Figure 1. Sequential cells grouped by signal name.
Scale bar: 20 um. Other sequential cells in the stronger grey, the rest of the logic in the fainter grey.
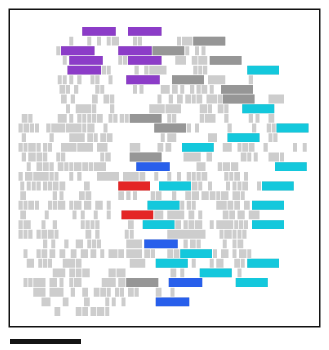
Figure 2. Congestion heat map.
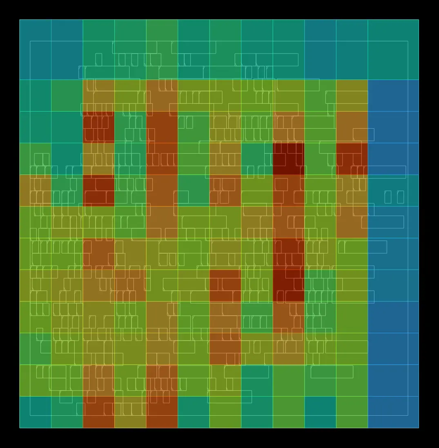
`config.mk`:
```
export PLATFORM = sky130hd
export DESIGN_NAME = fnd_scan_controller
export DESIGN_NICKNAME = d
export VERILOG_FILES = /design/src/rtl/fnd_scan_controller.sv
export SDC_FILE = /design/constraint.sdc
export NUM_CORES = 1
export LEC_CHECK = 0
export ABC_AREA = 1
export CAP_MARGIN = 5
export CORE_AREA = 2 2 85 87
export DETAILED_ROUTE_END_ITERATION = 10
export DIE_AREA = 0 0 87 89
export DONT_BUFFER_PORTS = 1
export HOLD_SLACK_MARGIN = 0.12
export PLACE_DENSITY = 0.63
export RECOVER_POWER = 100
export SLEW_MARGIN = 20
export SYNTH_ARGS = -nofsm -noshare
export SYNTH_HDL_FRONTEND = slang
export SYNTH_SLANG_ARGS = --single-unit
```
`constraint.sdc`:
```
create_clock -name clk -period 5.6 [get_ports clk]
set_clock_uncertainty 0.15 [all_clocks]
set_input_delay 1.68 -clock clk [delete_from_list [all_inputs] [get_ports clk]]
set_output_delay 1.68 -clock clk [all_outputs]
set_load 0.02 [all_outputs]
```
`src/rtl/fnd_scan_controller.sv`:
```
// Multiplexed 7-segment (FND) scan controller.
// Walks one digit per scan tick across DIGITS common lines. The active page is
// chosen once per frame, at digit 0. Each digit can be blanked by the blink
// phase (per-digit mask) and by leading-zero blanking. Both outputs are
// registered and active-low.
//
// Ports
//   clk          : system clock, rising edge
//   rst          : asynchronous, active-high reset
//   i_bcd        : PAGES*DIGITS nibbles; nibble [p*DIGITS+d] is page p, digit d (d=0 rightmost)
//   i_dp         : decimal-point request per page/digit, same indexing
//   i_blink_mask : blink enable per page/digit, same indexing
//   i_page_sel   : requested page, taken at the start of each frame
//   i_lz_blank   : leading-zero blanking enable
//   fnd_com      : active-low digit enables
//   fnd_data     : active-low segments {dp,g,f,e,d,c,b,a}
module fnd_scan_controller #(
    parameter int unsigned CLK_HZ      = 100_000_000,
    parameter int unsigned SCAN_HZ     = 1000,
    parameter int unsigned DIGITS      = 4,
    parameter int unsigned PAGES       = 2,
    parameter int unsigned BLINK_TICKS = 250
) (
    input  logic                          clk,
    input  logic                          rst,
    input  logic [PAGES*DIGITS*4-1:0]     i_bcd,
    input  logic [PAGES*DIGITS-1:0]       i_dp,
    input  logic [PAGES*DIGITS-1:0]       i_blink_mask,
    input  logic [$clog2(PAGES)-1:0]      i_page_sel,
    input  logic                          i_lz_blank,
    output logic [DIGITS-1:0]             fnd_com,
    output logic [7:0]                    fnd_data
);

    localparam int unsigned DIV = CLK_HZ / SCAN_HZ;
    localparam int unsigned CW  = $clog2(DIV);
    localparam int unsigned IW  = $clog2(DIGITS);
    localparam int unsigned PW  = $clog2(PAGES);
    localparam int unsigned BW  = (BLINK_TICKS > 1) ? $clog2(BLINK_TICKS) : 1;

    localparam logic [CW-1:0] DIV_LAST   = CW'(DIV - 1);
    localparam logic [IW-1:0] IDX_LAST   = IW'(DIGITS - 1);
    localparam logic [BW-1:0] BLINK_LAST = BW'(BLINK_TICKS - 1);

    // Flat input buses viewed as [page][digit]; packed layout matches the flat indexing.
    logic [PAGES-1:0][DIGITS-1:0][3:0] bcd_pk;
    logic [PAGES-1:0][DIGITS-1:0]      dp_pk;
    logic [PAGES-1:0][DIGITS-1:0]      mask_pk;

    assign bcd_pk  = i_bcd;
    assign dp_pk   = i_dp;
    assign mask_pk = i_blink_mask;

    logic [CW-1:0] presc_q;
    logic [IW-1:0] idx_q;
    logic [PW-1:0] page_q;
    logic [BW-1:0] blink_cnt_q;
    logic          blink_ph_q;

    logic              tick_c;
    logic [PW-1:0]     sel_ok_c;
    logic [PW-1:0]     eff_page_c;
    logic [DIGITS-1:0] zero_c;
    logic [DIGITS-1:0] lz_run_c;
    logic [3:0]        cur_bcd_c;
    logic              blank_c;
    logic [7:0]        seg_c;

    function automatic logic [7:0] seg_decode(input logic [3:0] code);
        case (code)
            4'h0:    seg_decode = 8'hC0;
            4'h1:    seg_decode = 8'hF9;
            4'h2:    seg_decode = 8'hA4;
            4'h3:    seg_decode = 8'hB0;
            4'h4:    seg_decode = 8'h99;
            4'h5:    seg_decode = 8'h92;
            4'h6:    seg_decode = 8'h82;
            4'h7:    seg_decode = 8'hF8;
            4'h8:    seg_decode = 8'h80;
            4'h9:    seg_decode = 8'h90;
            4'hA:    seg_decode = 8'hBF;
            default: seg_decode = 8'hFF;
        endcase
    endfunction

    assign tick_c = (presc_q == DIV_LAST);

    // Out-of-range page requests (non power-of-two PAGES) fall back to page 0.
    assign sel_ok_c = (32'(i_page_sel) < PAGES) ? i_page_sel : '0;

    // Digit 0 opens a new frame, so it already uses the freshly requested page.
    assign eff_page_c = (idx_q == '0) ? sel_ok_c : page_q;

    // lz_run_c[d]: digit d and every digit above it are zero on the active page.
    for (genvar d = 0; d < DIGITS; d++) begin : g_zero
        assign zero_c[d] = (bcd_pk[eff_page_c][d] == 4'd0);
        if (d == DIGITS - 1) begin : g_top
            assign lz_run_c[d] = zero_c[d];
        end else begin : g_chain
            assign lz_run_c[d] = zero_c[d] & lz_run_c[d+1];
        end
    end

    assign cur_bcd_c = bcd_pk[eff_page_c][idx_q];

    assign blank_c = (i_lz_blank && (idx_q != '0) && lz_run_c[idx_q])
                   || (blink_ph_q && mask_pk[eff_page_c][idx_q]);

    // Segment pattern for the digit about to be driven.
    always_comb begin
        seg_c = seg_decode(cur_bcd_c);
        if (dp_pk[eff_page_c][idx_q]) begin
            seg_c[7] = 1'b0;
        end
        if (blank_c) begin
            seg_c = 8'hFF;
        end
    end

    // Prescaler, digit walk, frame page latch, blink timer and output registers.
    always_ff @(posedge clk or posedge rst) begin
        if (rst) begin
            presc_q     <= '0;
            idx_q       <= '0;
            page_q      <= '0;
            blink_cnt_q <= '0;
            blink_ph_q  <= 1'b0;
            fnd_com     <= '1;
            fnd_data    <= 8'hFF;
        end else begin
            presc_q <= tick_c ? '0 : presc_q + CW'(1);
            if (tick_c) begin
                idx_q    <= (idx_q == IDX_LAST) ? '0 : idx_q + IW'(1);
                fnd_com  <= ~(DIGITS'(1) << idx_q);
                fnd_data <= seg_c;
                if (idx_q == '0) begin
                    page_q <= sel_ok_c;
                end
                if (blink_cnt_q == BLINK_LAST) begin
                    blink_cnt_q <= '0;
                    blink_ph_q  <= ~blink_ph_q;
                end else begin
                    blink_cnt_q <= blink_cnt_q + BW'(1);
                end
            end
        end
    end

endmodule

```
==> impl_metrics.toml <==
# generated from flow reports
[run_status]
status = "finished, violations left"
violations = "max-capacitance violations, max-slew violations"

[synthesis]
area_leaders = "dfrtp_1 (24%), nand2_1 (12%), dfstp_2 (10%)"
synth-edff-count = 0
syn_nets = 495
async_reset_ff_frac = 1.00
synth-seq-cells = 41
top_logic_kind = "simple AND/OR/NAND/NOR gates"
netlist_instances = 431
simple_gate_share = 0.395
yosys_most_used_dff = "dfrtp_1"
netlist_area_um2 = 3020
aoi_share = 0.0793
ys_sh_adder = 0.0498
ys_area_um2 = 3020
ys_types = 39
ys_warn_count = 0
syn_area_per_cell_um2 = 7.00
top_area_cell = "dfrtp_1"

[floorplanning]
ios = 64
chipArea_um2 = 7740
fp_util = 0.449
die_x_um = 87
core.rowCount = 30
chipHeight_um = 89

[place]
place_congestion = 0.838
dp_slack_ns = 2.10
place_inst = 500
portBuffers = 0
hpwl_um = 5050

[layout]
drive_gt1_frac = 0.0888
final_cells = 508
fin_nets = 491
syn2layout_area_growth_pct = 3.73
layout_top_cell = "nand2_1"
diodes = 0
layout_top_cells = "nand2_1 (102), inv_1 (58), nor2_1 (52)"

[cts]
postCtsSetupBuffers = 0
clk_path_buf_depth = 2
clkLatencyLatePin_ns = 0.30
hold_buffers = 0
cts-root-buf = "clkbuf_8"
cts_tree = "done"
cts_resized = 0
cts_sinks = 41
cts_made_buffers = 5

[route]
drt_iter0_markers = 146
viasPerCell = 5.19
wl_per_cell_um = 12.9
wl_um = 6560
dr_total_vias = 2634
drc = 0
antenna_left = 0

[setup_path]
reg2reg_to = "fnd_data[3]"
cp_data_arrival_time_ns = 3.51
r2r_slack_ns = 2.18
crit_type = "reg2reg"
cp-start-kind = "register"
critPathLaunch = "idx_q[0]"
ff2ff_path_depth = 16
crit_fanout = 15
endpoint = "fnd_data[3]"

[power_and_ir_drop]
ir_drop_mv = 0.0981
power.internal_mw = 0.448
totalPowerFinal_mw = 0.599
clkPwrFrac = 0.408
p_switching_mw = 0.151
pwr-share-seq = 0.494

[final_timing]
rsz0062_at_grt = "no"
period_minus_slack_ns = 3.42
hold_viol = 0
maxSlewHeadroom = -0.411
tightest_slew_ns = 2.12
max_freq_mhz = 293
fin_ws_ns = 2.18
drv_slew = 42
period_used_share = 0.610
setup_viol = 0

[worst_hold_path]
worstHoldStart = "presc_q[0]"
hold_path.class = "reg2reg"

[grt]
antenna_found_initial = 0
grt_max_degree = 42
overflow = 0
first_global_vias = 2485
grt_pass1_wl_um = 11100

[job]
warnings = 34
max_cap_violations = 1
About Figure 1:
- purple: fnd_data (sequential cells 8)
- cyan: presc_q (sequential cells 17)
- blue: fnd_com (sequential cells 4; where bottom middle)
- red: idx_q (sequential cells 2)
Sequential Power: 0.296 mW
Util after Layout: 0.466

About Figure 2:
grt met3 use: 0.0305
Total Routing Usage GR: 0.179
GR peak layer: met2

## synth_stat cells (5+ instances only)
cell type  number
nand2_1       100
inv_1          57
nor2_1         51
nand3_1        49
dfrtp_1        29
o21ai_0        22
dfstp_2        12
ha_1           12
nand2_2        12
nand4_1        11
a21oi_1         7
buf_2           6
nor3_1          6
xor2_1          6
buf_6           5
inv_2           5
nand3_2         5
## layout make-up
class | count | area, um2
fill | 700 | 3590
clock inverter | 3 | 46.3
clock buffer | 5 | 68.8
inverter | 65 | 244
sequential | 41 | 1040
multi-input combinational | 313 | 1620
tap | 80 | 100
timing repair buffer | 1 | 3.75
## power groups by stage
stage / clock network [mW] / logic [mW] / registers [mW]
finish: 0.245 / 0.0586 / 0.296
global route: 0.261 / 0.0675 / 0.296
CTS: 0.250 / 0.0606 / 0.296
detailed placement: 0 / 0.0603 / 0.302
global placement: 0 / 0.0592 / 0.302
floorplan: 0 / 0.0518 / 0.302
## critical path, stage by stage, from the launching register on
cell,delay [ns]
dfrtp_1,0.66
inv_1,0.36
ha_1,0.36
inv_1,0.14
nand2_1,0.10
nand2_1,0.40
nand2_1,0.14
nand3_1,0.10
nand3_1,0.08
nand2_1,0.14
inv_1,0.09
ha_1,0.28
nand2_1,0.09
nand3_1,0.06
nand2_1,0.06
nor2_1,0.06
nor2_1,0.08
## state kept, by name (all words and copies together), names as in the netlist
register / count
blink_ph_q: 1
fnd_com: 4
fnd_data: 8
presc_q: 17
page_q: 1
blink_cnt_q: 8
idx_q: 2
## metal layers
| layer | routed length [um] | share of wire | GRT usage |
|---|---|---|---|
| met5 | 0 | 0 | 0 |
| met4 | 80 | 0.012 | 0.0469 |
| met3 | 274 | 0.042 | 0.0305 |
| met2 | 3290 | 0.50 | 0.326 |
| met1 | 2910 | 0.44 | 0.220 |
Power and IR drop assume default switching activity.
